==> images/congestion_map.png <==
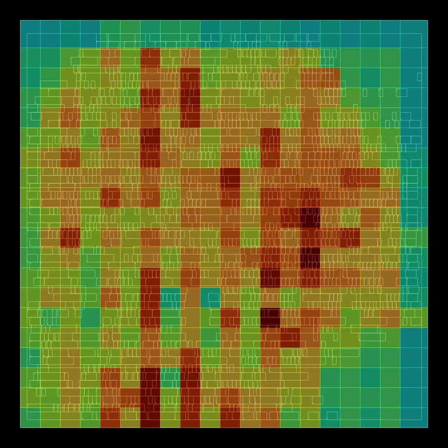
==> images/m2.png <==
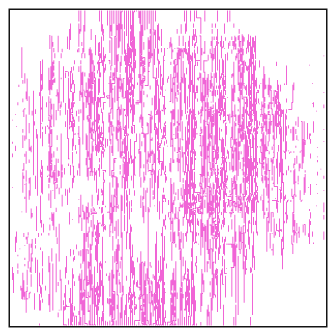
==> images/m1.png <==
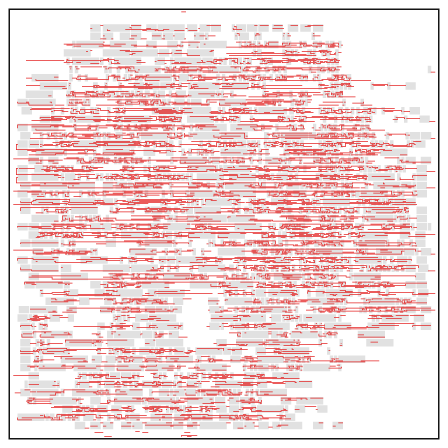
===== src/rtl/lsu_pkg.sv =====
// Shared encodings for the load/store unit: funct3 width codes, FSM states,
// latched-request payload and the access-alignment fault helper.
package lsu_pkg;

  localparam int unsigned XLEN   = 32;
  localparam int unsigned F3_W   = 3;
  localparam int unsigned LANE_W = 2;
  localparam int unsigned IDX_W  = XLEN - LANE_W;
  localparam int unsigned BYTE_W = 8;
  localparam int unsigned HALF_W = 16;

  localparam logic [F3_W-1:0] F3_B  = 3'b000;
  localparam logic [F3_W-1:0] F3_H  = 3'b001;
  localparam logic [F3_W-1:0] F3_WD = 3'b010;
  localparam logic [F3_W-1:0] F3_BU = 3'b100;
  localparam logic [F3_W-1:0] F3_HU = 3'b101;

  // Lane-select shift amounts: byte lane = addr[1:0], half lane = addr[1]
  localparam logic [2:0] BYTE_LANE_PAD = 3'b000;
  localparam logic [3:0] HALF_LANE_PAD = 4'b0000;

  typedef enum logic [1:0] {
    ST_IDLE  = 2'd0,
    ST_READ  = 2'd1,
    ST_WRITE = 2'd2,
    ST_RESP  = 2'd3
  } lsu_state_e;

  typedef struct packed {
    logic              write;
    logic [F3_W-1:0]   funct3;
    logic [LANE_W-1:0] lane;
    logic [IDX_W-1:0]  index;
    logic [XLEN-1:0]   wdata;
  } lsu_req_t;

  // Illegal width code, unsigned store, or misaligned half/word access
  function automatic logic access_fault(input logic              write,
                                        input logic [F3_W-1:0]   funct3,
                                        input logic [LANE_W-1:0] lane);
    logic flt;
    case (funct3)
      F3_B:    flt = 1'b0;
      F3_BU:   flt = write;
      F3_H:    flt = lane[0];
      F3_HU:   flt = write | lane[0];
      F3_WD:   flt = (lane != 2'b00);
      default: flt = 1'b1;
    endcase
    return flt;
  endfunction

endpackage


===== src/rtl/lsu_align.sv =====
// Combinational lane logic: sub-word load extraction/extension and
// sub-word store merge into a previously read memory word.
module lsu_align
  import lsu_pkg::*;
(
  input  logic [F3_W-1:0]   funct3,
  input  logic [LANE_W-1:0] lane,
  input  logic [XLEN-1:0]   load_word,
  input  logic [XLEN-1:0]   base_word,
  input  logic [XLEN-1:0]   store_data,
  output logic [XLEN-1:0]   load_value_c,
  output logic [XLEN-1:0]   merged_word_c
);

  logic [BYTE_W-1:0] byte_c;
  logic [HALF_W-1:0] half_c;

  assign byte_c = load_word[{lane, BYTE_LANE_PAD} +: BYTE_W];
  assign half_c = load_word[{lane[1], HALF_LANE_PAD} +: HALF_W];

  always_comb begin
    load_value_c = '0;
    case (funct3)
      F3_B:    load_value_c = {{(XLEN-BYTE_W){byte_c[BYTE_W-1]}}, byte_c};
      F3_BU:   load_value_c = {{(XLEN-BYTE_W){1'b0}}, byte_c};
      F3_H:    load_value_c = {{(XLEN-HALF_W){half_c[HALF_W-1]}}, half_c};
      F3_HU:   load_value_c = {{(XLEN-HALF_W){1'b0}}, half_c};
      F3_WD:   load_value_c = load_word;
      default: load_value_c = '0;
    endcase
  end

  // Replace only the addressed lane(s); full-word stores bypass the read word
  always_comb begin
    merged_word_c = base_word;
    case (funct3)
      F3_B:    merged_word_c[{lane, BYTE_LANE_PAD} +: BYTE_W] = store_data[BYTE_W-1:0];
      F3_H:    merged_word_c[{lane[1], HALF_LANE_PAD} +: HALF_W] = store_data[HALF_W-1:0];
      F3_WD:   merged_word_c = store_data;
      default: merged_word_c = base_word;
    endcase
  end

endmodule


===== src/rtl/load_store_unit.sv =====
// Load/store sequencer between execute and a word-addressed memory:
// fault decode, request latch, read-modify-write for sub-word stores.
module load_store_unit
  import lsu_pkg::*;
#(
  parameter int unsigned MEM_WORDS = 32
) (
  input  logic              clock,
  input  logic              reset,
  input  logic              req_valid,
  output logic              req_ready,
  input  logic              req_write,
  input  logic [F3_W-1:0]   req_funct3,
  input  logic [XLEN-1:0]   req_address,
  input  logic [XLEN-1:0]   req_wdata,
  output logic              resp_valid,
  output logic [XLEN-1:0]   resp_rdata,
  output logic              resp_fault,
  output logic              mem_we,
  output logic [XLEN-1:0]   mem_address,
  output logic [XLEN-1:0]   mem_data_in,
  input  logic [XLEN-1:0]   mem_data_out
);

  lsu_state_e      state_q, state_d;
  lsu_req_t        req_q;
  logic [XLEN-1:0] word_q;

  logic            accept_c;
  logic            range_fault_c;
  logic            req_fault_c;
  logic            resp_fault_d;
  logic [XLEN-1:0] resp_rdata_d;
  logic [XLEN-1:0] load_value_c;
  logic [XLEN-1:0] merged_word_c;

  assign accept_c      = req_valid & req_ready;
  assign range_fault_c = ({{LANE_W{1'b0}}, req_address[XLEN-1:LANE_W]} >= XLEN'(MEM_WORDS));
  assign req_fault_c   = range_fault_c
                       | access_fault(req_write, req_funct3, req_address[LANE_W-1:0]);

  lsu_align u_align (
    .funct3        (req_q.funct3),
    .lane          (req_q.lane),
    .load_word     (mem_data_out),
    .base_word     (word_q),
    .store_data    (req_q.wdata),
    .load_value_c  (load_value_c),
    .merged_word_c (merged_word_c)
  );

  // Next state and the response payload captured on entry to RESP
  always_comb begin
    state_d      = state_q;
    resp_fault_d = 1'b0;
    resp_rdata_d = '0;
    case (state_q)
      ST_IDLE: begin
        if (accept_c) begin
          if (req_fault_c) begin
            state_d      = ST_RESP;
            resp_fault_d = 1'b1;
          end else if (req_write && (req_funct3 == F3_WD)) begin
            state_d = ST_WRITE;
          end else begin
            state_d = ST_READ;
          end
        end
      end
      ST_READ: begin
        if (req_q.write) begin
          state_d = ST_WRITE;
        end else begin
          state_d      = ST_RESP;
          resp_rdata_d = load_value_c;
        end
      end
      ST_WRITE: state_d = ST_RESP;
      ST_RESP:  state_d = ST_IDLE;
      default:  state_d = ST_IDLE;
    endcase
  end

  always_ff @(posedge clock or posedge reset) begin
    if (reset) begin
      state_q <= ST_IDLE;
    end else begin
      state_q <= state_d;
    end
  end

  always_ff @(posedge clock or posedge reset) begin
    if (reset) begin
      req_ready  <= 1'b1;
      resp_valid <= 1'b0;
      resp_fault <= 1'b0;
      resp_rdata <= '0;
    end else begin
      req_ready  <= (state_d == ST_IDLE);
      resp_valid <= (state_d == ST_RESP);
      resp_fault <= resp_fault_d;
      resp_rdata <= resp_rdata_d;
    end
  end

  always_ff @(posedge clock or posedge reset) begin
    if (reset) begin
      req_q  <= '0;
      word_q <= '0;
    end else begin
      if (accept_c) begin
        req_q <= '{write:  req_write,
                   funct3: req_funct3,
                   lane:   req_address[LANE_W-1:0],
                   index:  req_address[XLEN-1:LANE_W],
                   wdata:  req_wdata};
      end
      if (state_q == ST_READ) begin
        word_q <= mem_data_out;
      end
    end
  end

  // Memory port is decoded straight from state so reset kills mem_we at once
  assign mem_we      = (state_q == ST_WRITE);
  assign mem_address = (state_q == ST_IDLE) ? '0 : {{LANE_W{1'b0}}, req_q.index};
  assign mem_data_in = mem_we ? merged_word_c : '0;

endmodule


===== config.mk =====
export PLATFORM = sky130hd
export DESIGN_NAME = load_store_unit
export DESIGN_NICKNAME = d
export VERILOG_FILES = /design/src/rtl/lsu_pkg.sv /design/src/rtl/lsu_align.sv /design/src/rtl/load_store_unit.sv
export SDC_FILE = /design/constraint.sdc
export NUM_CORES = 1
export LEC_CHECK = 0
export ABC_AREA = 1
export CAP_MARGIN = 25
export CORE_MARGIN = 2
export CORE_UTILIZATION = 46
export CTS_CLUSTER_SIZE = 12
export DETAILED_ROUTE_END_ITERATION = 10
export PLACE_DENSITY = 0.86
export SYNTH_ARGS = -nofsm -noshare
export SYNTH_HDL_FRONTEND = slang
export SYNTH_HIERARCHICAL = 1
export SYNTH_SLANG_ARGS = --single-unit

===== constraint.sdc =====
create_clock -name clock -period 3.9 [get_ports clock]
set_clock_uncertainty 0.15 [all_clocks]
set_input_delay 0.39 -clock clock [delete_from_list [all_inputs] [get_ports clock]]
set_output_delay 0.39 -clock clock [all_outputs]
set_load 0.01 [all_outputs]

==> out/results.txt <==
Rows -> 49
P_comb -> 5.24 mW
TritonRoute pass-1 iters -> 8
Largest class -> multi-input combinational cells
Pwr top -> combinational logic
Setup TNS -> 0 ns
Hold EP -> req_q[9]
Clk buf depth -> 2
Reg2reg path depth -> 9
Area delta synth->final -> 31.0%
Max transition margin -> 0.506
Worst hold slack -> 0.328 ns
Area contributors post-synth -> dfrtp_1 40%, nand2_1 24%, nor2_1 11%, inv_1 9.0%, nand3_1 2.6%
DR WL met2 -> 11900 um
Die area -> 0.0198 mm^2
Hold Path Class -> reg2reg
Comb/total area -> 0.357
Detailed Place HPWL -> 18500 um
Crit end category -> output pin
Multi-In Gates -> 970
IO Port Bufs -> 200
Post-synth ARST share -> 1.00
Sequential share of power -> 0.270
Adder share -> 0.0117
Placed Cells incl. Taps -> 1763
Die Y -> 141 um
Core Area -> 0.0181 mm^2
Main flop type -> dfrtp_1
Post-Syn Instances -> 1391
Netlist Area Pre-Place -> 0.00858 mm^2
Clk pwr share -> 0.173
Cell area after layout -> 0.0112 mm^2
Yosys cell count -> 1391
Setup crit start kind -> flip-flop
Mean Syn Cell Area -> 6.17 um^2
Seq share, synth -> 0.400
Worst slack, placed -> 0.718 ns
Worst skew pair latency -> 0.42 ns
Worst reg2reg startpoint -> req_q[65]
Fraction of layout cells with a size suffix above 1 -> 0.0460
Pre-Place Util -> 0.473
Seq_cells -> 137
Fin crit period -> 3.70 ns
Synth cell types -> 26
Flop area -> 0.00343 mm^2
Flop share of the area -> 0.305
Worst path bufs/invs -> 4
Final Cycle Share -> 0.948
Worst-path maximum fanout -> 16
Worst path cell trace -> inv_2 -> ha_1 -> clkinv_1 -> nand2_1 -> o21ai_0 -> nand2_1 -> nand3_1 -> nand2_1 -> inv_1 -> clkdlybuf4s50_1
Worst Hold Depth -> 2
Non-clk invs -> 214
Postcts setup bufs -> 0
# IOs -> 203
Post-CTS resize count -> 0
Worst reg2reg path endpoint -> resp_rdata[7]
Setup-failing EPs final -> 0
Max-cap violation count -> 0
Static Leak -> 6.02 nW
Tool warning count -> 34
Ant. Diodes -> 0
Sequential power -> 2.54 mW
Final Non-Filler Cells -> 1795
Final core utilization -> 0.619
EDFF count, synth -> 0
Switching part of the total power -> 0.467
Htree depth -> 4
Max Clk Rate -> 271 MHz
Fill cells -> 1676
Gr ovfl total -> 0
Largest regs -> req_q (68), resp_rdata (32), word_q (32)
Comb area -> 0.00401 mm^2
Setup ws final -> 0.203 ns
Final non-clock buffer share -> 0.188
Worst-margin pin slew -> 0.738 ns
Maximum VDD drop -> 0.446 mV
Origin of the worst setup path -> req_q[63]
CTS tree -> yes
Yosys chip area -> 0.00858 mm^2
M1 wire length -> 11100 um
Top cells by count -> 544 x nand2_1, 254 x nor2_1, 206 x inv_1
Critical path depth -> 10
Non-clk bufs -> 213
Max stage delay cell, worst path -> dfrtp_2
Simple-gate portion of the synthesized area -> 0.404
RSZ-0062 raised after global routing -> false
XORs/XNORs by Area -> 0
Global placement routability congestion -> 0.942
Drt wl/cell -> 14.5 um
Hold Crit Start -> req_q[9]
DR vias/cell -> 4.95
Tap Count -> 229
Vias in the first global route -> 8242
R2R Setup Slk -> 1.59 ns
WL met3 -> 2180 um
Commonest non-fill, non-tap cells in the layout -> 544 x nand2_1, 254 x nor2_1, 205 x inv_1
Max layer used -> met4
Initial antenna violation count -> 0
DRT antenna net count -> 0
Fin. Hold Viols -> 0
Biggest cell delay along the critical path -> 0.53 ns
Largest register FFs -> 68
Largest net degree at the start of global routing -> 138
Largest area contributor in the netlist -> dfrtp_1
Area share, top type -> 0.397
Crit path to -> mem_data_in[5]
Outcome -> finished, final reports clean
About congestion_map.png:
Tot GR Track Use: 0.266
met1 usage: 0.361
busiest layer in global routing: met2
routing usage on met3: 0.0598

About m2.png:
The layer holds 46% of the routed length. The wires run mostly vertical. The longest straight run is 53.5 um.
GR Layer Usage met2: 0.417
total routed wirelength: 26100 um
DR vias: 8884

About m1.png:
The longest straight run is 43.2 um. The layer carries 11100 um of wire. The layer holds 43% of the routed length. 1510 nets have wire on it. The wires run mostly horizontal.

Power figures rest on the tool's default switching activity, not on a simulated workload.
